==> src/rtl/shift_arbiter_pkg.sv <==
// Shared constants, state/op encodings and bit-manipulation helpers for the
// two-requester shared-shifter arbiter.
package shift_arbiter_pkg;

    localparam int WIDTH = 32;
    localparam int AMT_W = 5;

    typedef enum logic [1:0] {
        IDLE = 2'd0,
        EXEC = 2'd1,
        HOLD = 2'd2
    } state_e;

    localparam logic OP_SRA = 1'b0;
    localparam logic OP_SLL = 1'b1;

    function automatic logic [WIDTH-1:0] bitrev(input logic [WIDTH-1:0] v);
        logic [WIDTH-1:0] r;
        for (int i = 0; i < WIDTH; i++) begin
            r[i] = v[WIDTH-1-i];
        end
        return r;
    endfunction

    // Bits left set survive; the top amt bits (sign fill of the reversed operand) are cleared.
    function automatic logic [WIDTH-1:0] sll_keep_mask(input logic [AMT_W-1:0] amt);
        return {WIDTH{1'b1}} >> amt;
    endfunction

endpackage

==> src/rtl/shift_arbiter_if.sv <==
// Request/result bundle between the issue paths, the arbiter and the writeback mux.
interface shift_arbiter_if;
    import shift_arbiter_pkg::*;

    logic             req0_valid;
    logic             req0_ready;
    logic [WIDTH-1:0] req0_data;
    logic [AMT_W-1:0] req0_amt;
    logic             req0_op;

    logic             req1_valid;
    logic             req1_ready;
    logic [WIDTH-1:0] req1_data;
    logic [AMT_W-1:0] req1_amt;
    logic             req1_op;

    logic             res_valid;
    logic             res_ready;
    logic [WIDTH-1:0] res_data;
    logic             res_id;

    modport master (
        output req0_valid, req0_data, req0_amt, req0_op,
        output req1_valid, req1_data, req1_amt, req1_op,
        output res_ready,
        input  req0_ready, req1_ready, res_valid, res_data, res_id
    );

    modport slave (
        input  req0_valid, req0_data, req0_amt, req0_op,
        input  req1_valid, req1_data, req1_amt, req1_op,
        input  res_ready,
        output req0_ready, req1_ready, res_valid, res_data, res_id
    );

endinterface

==> src/rtl/barrel_shift_right.sv <==
// 32-bit arithmetic right barrel shifter; the fill bit is A[31].
module barrel_shift_right (
    input  logic [31:0] A,
    input  logic [4:0]  amt,
    output logic [31:0] Out
);

    // Sign-filling right shift by amt positions.
    always_comb begin
        Out = 32'($signed(A) >>> amt);
    end

endmodule

==> src/rtl/shift_arbiter.sv <==
// Round-robin arbiter sharing one arithmetic right shifter between two requesters;
// SLL is formed by bit-reversing around the shifter and masking off the sign fill.
module shift_arbiter
    import shift_arbiter_pkg::*;
(
    input  logic          clock,
    input  logic          reset,
    shift_arbiter_if.slave bus
);

    state_e           state_q, state_d;
    logic             last_grant_q, last_grant_d;
    logic [WIDTH-1:0] data_q, data_d;
    logic [AMT_W-1:0] amt_q, amt_d;
    logic             op_q, op_d;
    logic             id_q, id_d;
    logic             res_valid_q, res_valid_d;
    logic [WIDTH-1:0] res_data_q, res_data_d;
    logic             res_id_q, res_id_d;

    logic             grant_s;
    logic             grant_id_s;
    logic [WIDTH-1:0] shift_in_s;
    logic [WIDTH-1:0] shift_out_s;
    logic [WIDTH-1:0] result_s;

    barrel_shift_right u_shifter (
        .A   (shift_in_s),
        .amt (amt_q),
        .Out (shift_out_s)
    );

    // Arbitration: only in IDLE, ties go to the requester not granted last.
    always_comb begin
        grant_s    = 1'b0;
        grant_id_s = 1'b0;
        if (state_q == IDLE) begin
            if (bus.req0_valid && bus.req1_valid) begin
                grant_s    = 1'b1;
                grant_id_s = ~last_grant_q;
            end else if (bus.req0_valid) begin
                grant_s    = 1'b1;
                grant_id_s = 1'b0;
            end else if (bus.req1_valid) begin
                grant_s    = 1'b1;
                grant_id_s = 1'b1;
            end else begin
                grant_s    = 1'b0;
                grant_id_s = 1'b0;
            end
        end else begin
            grant_s    = 1'b0;
            grant_id_s = 1'b0;
        end
        bus.req0_ready = grant_s & ~grant_id_s;
        bus.req1_ready = grant_s & grant_id_s;
    end

    // Shared datapath: reverse in and out for SLL, masking the sign fill to zero.
    always_comb begin
        shift_in_s = data_q;
        result_s   = shift_out_s;
        if (op_q == OP_SLL) begin
            shift_in_s = bitrev(data_q);
            result_s   = bitrev(shift_out_s & sll_keep_mask(amt_q));
        end else begin
            shift_in_s = data_q;
            result_s   = shift_out_s;
        end
    end

    // Next-state and register-update logic of the IDLE/EXEC/HOLD sequencer.
    always_comb begin
        state_d      = state_q;
        last_grant_d = last_grant_q;
        data_d       = data_q;
        amt_d        = amt_q;
        op_d         = op_q;
        id_d         = id_q;
        res_valid_d  = res_valid_q;
        res_data_d   = res_data_q;
        res_id_d     = res_id_q;
        case (state_q)
            IDLE: begin
                if (grant_s) begin
                    data_d       = grant_id_s ? bus.req1_data : bus.req0_data;
                    amt_d        = grant_id_s ? bus.req1_amt  : bus.req0_amt;
                    op_d         = grant_id_s ? bus.req1_op   : bus.req0_op;
                    id_d         = grant_id_s;
                    last_grant_d = grant_id_s;
                    state_d      = EXEC;
                end else begin
                    state_d = IDLE;
                end
            end
            EXEC: begin
                res_data_d  = result_s;
                res_id_d    = id_q;
                res_valid_d = 1'b1;
                state_d     = HOLD;
            end
            HOLD: begin
                if (bus.res_ready) begin
                    res_valid_d = 1'b0;
                    state_d     = IDLE;
                end else begin
                    state_d = HOLD;
                end
            end
            default: begin
                res_valid_d = 1'b0;
                state_d     = IDLE;
            end
        endcase
    end

    // State registers; reset leaves last_grant at 1 so requester 0 wins the first tie.
    always_ff @(posedge clock) begin
        if (reset) begin
            state_q      <= IDLE;
            last_grant_q <= 1'b1;
            data_q       <= {WIDTH{1'b0}};
            amt_q        <= {AMT_W{1'b0}};
            op_q         <= 1'b0;
            id_q         <= 1'b0;
            res_valid_q  <= 1'b0;
            res_data_q   <= {WIDTH{1'b0}};
            res_id_q     <= 1'b0;
        end else begin
            state_q      <= state_d;
            last_grant_q <= last_grant_d;
            data_q       <= data_d;
            amt_q        <= amt_d;
            op_q         <= op_d;
            id_q         <= id_d;
            res_valid_q  <= res_valid_d;
            res_data_q   <= res_data_d;
            res_id_q     <= res_id_d;
        end
    end

    assign bus.res_valid = res_valid_q;
    assign bus.res_data  = res_data_q;
    assign bus.res_id    = res_id_q;

endmodule

==> src/flat_wrapper.sv <==
// flat-port wrapper written by rule: the top's interface ports become plain ports
module shift_arbiter_flat import shift_arbiter_pkg::*;
  (clock, reset, bus_req0_valid, bus_req0_data, bus_req0_amt, bus_req0_op, bus_req1_valid, bus_req1_data, bus_req1_amt, bus_req1_op, bus_res_ready, bus_req0_ready, bus_req1_ready, bus_res_valid, bus_res_data, bus_res_id);
  shift_arbiter_if bus_i ();
  input  logic clock;
  input  logic reset;
  input wire logic [$bits(bus_i.req0_valid)-1:0] bus_req0_valid;
  input wire logic [$bits(bus_i.req0_data)-1:0] bus_req0_data;
  input wire logic [$bits(bus_i.req0_amt)-1:0] bus_req0_amt;
  input wire logic [$bits(bus_i.req0_op)-1:0] bus_req0_op;
  input wire logic [$bits(bus_i.req1_valid)-1:0] bus_req1_valid;
  input wire logic [$bits(bus_i.req1_data)-1:0] bus_req1_data;
  input wire logic [$bits(bus_i.req1_amt)-1:0] bus_req1_amt;
  input wire logic [$bits(bus_i.req1_op)-1:0] bus_req1_op;
  input wire logic [$bits(bus_i.res_ready)-1:0] bus_res_ready;
  output wire logic [$bits(bus_i.req0_ready)-1:0] bus_req0_ready;
  output wire logic [$bits(bus_i.req1_ready)-1:0] bus_req1_ready;
  output wire logic [$bits(bus_i.res_valid)-1:0] bus_res_valid;
  output wire logic [$bits(bus_i.res_data)-1:0] bus_res_data;
  output wire logic [$bits(bus_i.res_id)-1:0] bus_res_id;
  assign bus_i.req0_valid = bus_req0_valid;
  assign bus_i.req0_data = bus_req0_data;
  assign bus_i.req0_amt = bus_req0_amt;
  assign bus_i.req0_op = bus_req0_op;
  assign bus_i.req1_valid = bus_req1_valid;
  assign bus_i.req1_data = bus_req1_data;
  assign bus_i.req1_amt = bus_req1_amt;
  assign bus_i.req1_op = bus_req1_op;
  assign bus_i.res_ready = bus_res_ready;
  assign bus_req0_ready = bus_i.req0_ready;
  assign bus_req1_ready = bus_i.req1_ready;
  assign bus_res_valid = bus_i.res_valid;
  assign bus_res_data = bus_i.res_data;
  assign bus_res_id = bus_i.res_id;
  shift_arbiter u_core (.clock(clock), .reset(reset), .bus(bus_i));
endmodule
==> config.mk <==
export PLATFORM = sky130hd
export DESIGN_NAME = shift_arbiter_flat
export DESIGN_NICKNAME = d
export VERILOG_FILES = /design/src/rtl/shift_arbiter_pkg.sv /design/src/rtl/shift_arbiter_if.sv /design/src/rtl/barrel_shift_right.sv /design/src/rtl/shift_arbiter.sv /design/src/flat_wrapper.sv
export SDC_FILE = /design/constraint.sdc
export NUM_CORES = 1
export LEC_CHECK = 0
export CORE_ASPECT_RATIO = 1.4
export CORE_MARGIN = 4
export CORE_UTILIZATION = 30
export CTS_BUF_LIST = sky130_fd_sc_hd__clkbuf_4
export DETAILED_ROUTE_END_ITERATION = 8
export PLACE_DENSITY = 0.63
export SLEW_MARGIN = 20
export SYNTH_ARGS = -nofsm -noshare
export SYNTH_HDL_FRONTEND = slang
export SYNTH_SLANG_ARGS = --single-unit
==> constraint.sdc <==
create_clock -name clock -period 2.4 [get_ports clock]
set_input_delay 0.24 -clock clock [delete_from_list [all_inputs] [get_ports clock]]
set_output_delay 0.24 -clock clock [all_outputs]
set_load 0.05 [all_outputs]
==> results.yml <==
# physical design summary
run_status:
  status: "complete, but fails checks"
  failed_checks: "setup timing"
finish:
  layout_top_cells_excl_fill_tap: "133 x nand2_1, 132 x buf_4, 113 x clkdlybuf4s50_1"
  clock_buffer_count: 9
  final_core_util_pct: 44.9
  syn_to_final_growth_pct: 47.8
  area_used_by_multi_input_combinational_logic_sq_um: 5100
  flop-count: 76
  post_route_cells_drive_above_1_share_pct: 33.1
  comb-cell-share_pct: 52.2
  layout_top_cell: "nand2_1"
  fillCellCount: 2211
  layout.cells.largest_class: "combinational gates"
  bufAreaShareNonClock_pct: 26.2
hold_path:
  hold_path_depth: 2
  hold_path_end: "u_core.bus.res_data[24]"
  min_path_type: "input port to flop"
  worst_hold_startpoint: "reset"
die:
  num_tap_cells: 297
  fp_util_pct: 30.4
  core_region_area_sq_um: 21800
  die_extent_in_y_microns: 184
  number_of_top_level_pins: 117
yosys:
  ys_sh_simple_pct: 18.1
  synth.logic.top_family: "multiplexers"
  synth.mux.area_fraction_pct: 28.0
  synthesis.instances: 805
  sequential_element_share_of_the_synthesized_area_pct: 23.0
  postSynthAreaPerCell_sq_um: 8.21
  synth-seq-cells: 76
  synth_area_leader_cell: "dfxtp_1"
  post_synth_tally_of_flip_flops_with_integrated_enable: 0
  synth.cellmix.adderShare_pct: 0
  synth.cellmix.compoundShare_pct: 24.9
  synth_dominant_cell_count: "nand2_1"
  yosysTopAreaCellShare_pct: 23.0
  number_of_nets_produced_by_synthesis: 886
  main_synth_ff_type: "dfxtp_1"
  top_cells_by_area: "dfxtp_1 23%, mux4_2 18%, nand2_1 7.9%, nor2_1 5.1%, a311oi_1 5.0%"
  synth-cells-yosys: 805
  synth_warnings: 0
  yosys_stat_area_sq_um: 6610
drt:
  maxUsedRoutingLayer: "met4"
  detail_route.wl_per_cell_microns: 21.6
  drc_markers: 0
  wl_met2_microns: 14300
  via_per_inst: 5.82
  vias: 7630
  drt_wl_total_microns: 28300
  firstDrtPassIters: 5
  route.layer.met1.wl_microns: 10900
critical_path:
  timing.critical_path.arrival_ns: 3.02
  worstSetupStartpointType: "flop"
  rr_startpoint: "u_core.amt_q[0]"
  critPathKind: "flop to flop"
  worst-r2r-cell-count: 7
  slowest_stage: "mux4_2"
  required_time_at_the_endpoint_of_the_critical_path_ns: 2.82
  worstPathCellList: "buf_8 -> buf_12 -> mux2_2 -> mux4_2 -> mux4_2 -> a2111oi_4 -> nor3_2"
  worst_path_dominant_cell_family: "multiplexers"
  path_common_cell: "mux4_2"
clock_tree:
  cts_root_buf: "clkbuf_4"
  cts.htree.levels: 3
  buffer_count_from_post_cts_setup_fixing: 16
  max-clock-path-buffers: 2
  cts.repair.resized: 43
  cts_hold_buf: 0
  cts_tree: "done"
  cts_buffers: 9
final_timing:
  timing.hold.ws_ns: 0.0886
  finClkSkew_ns: 0.0301
  report.final.setup_viol: 25
  timing.final.crit_share_pct: 108
  timing.final.max_slew_violations: 0
  timing.slew.headroom_pct: 54.1
  timing.final.crit_period_ns: 2.60
  max_slew.worst_pin.slew_ns: 0.681
  setup_slack_ns: -0.199
  finalSetupTns_ns: -2.96
pwr:
  power_switching_mw: 2.87
  intPower_mw: 3.75
  power_leakage_nw: 3.69
  swShare_pct: 43.4
  top_power_group: "combinational cells"
  totalPowerFinal_mw: 6.62
  comb_power_share_pct: 61.1
  clock_power_mw: 0.947
  pg_seq_mw: 1.63
  power.share.sequential_pct: 24.6
  power-per-cell-area_nw_per_um2: 678
placed_design:
  routabilityCongestion: 0.988
  placement.io_buffers: 116
  dpl.hpwl_microns: 21800
  place_inst: 1266
run:
  tool_warnings: 28
grt:
  grt_antenna_before_repair: 1
  groute.layer.met2.usage_pct: 40.8
  gr-usage-met1_pct: 26.2
  via_count_of_the_first_global_routing_pass: 7266
  wire_length_of_the_first_global_routing_pass_microns: 43200
  grt_start_max_net_pins: 46
  use_met3_pct: 3.09
  globalRouteOverflowTotal: 0
## worst max path at each step
| stage | to | from | slack, ns |
|---|---|---|---|
| 6_report | u_core.bus.res_data[17] | u_core.amt_q[0] | -0.20 |
| 5_1_grt | u_core.bus.res_data[31] | u_core.amt_q[0] | -0.25 |
| 4_1_cts | u_core.bus.res_data[20] | u_core.amt_q[0] | -0.17 |
| 3_5_place_dp | u_core.bus.res_data[4] | u_core.amt_q[0] | -0.37 |
| 3_3_place_gp | u_core.bus.res_data[4] | u_core.amt_q[0] | -0.35 |
| 2_1_floorplan | u_core.bus.res_data[13] | u_core.amt_q[0] | 0.0005 |
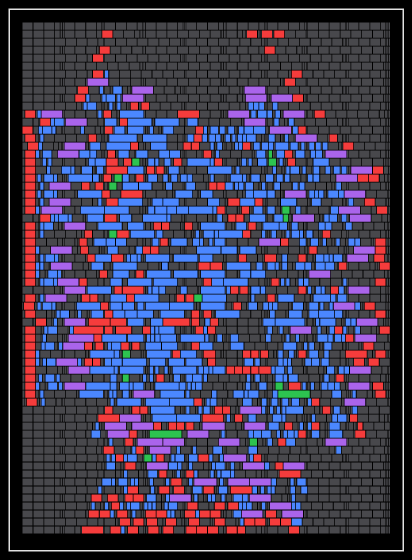
Figure 1: placement by cell class.
Fill, decap, tap and diode cells in gray.
Key: sequential cells = purple [cells 76, share of their area 16%]; remaining buffers and delay cells = red [cells 273, share of their area 27%]; clock drivers and dummy loads = green [cells 16, share of their area 1.7%]; remaining logic cells = blue [cells 649, share of their area 55%]
final design instance area without fill: 9770 sq um
Placement Rows: 64
proportion of cell area occupied by registers: 15.7%

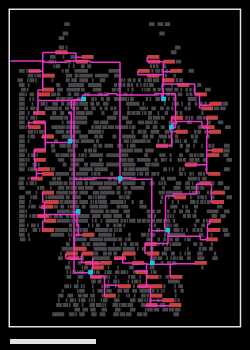
Figure 2: routed clock nets over the placement.
Scale bar: 50 microns.
Key: clock wires = magenta [length 1260 microns]; flip-flops = red [count 76]; clock-net drivers = cyan [count 9]
Position of the flops: all over the die.
Clk Latency, worst-skew pair: 0.52 ns
portion of total power attributed to the clock network: 14.3%

No activity file was given, so power comes from the tool's default toggle rates.
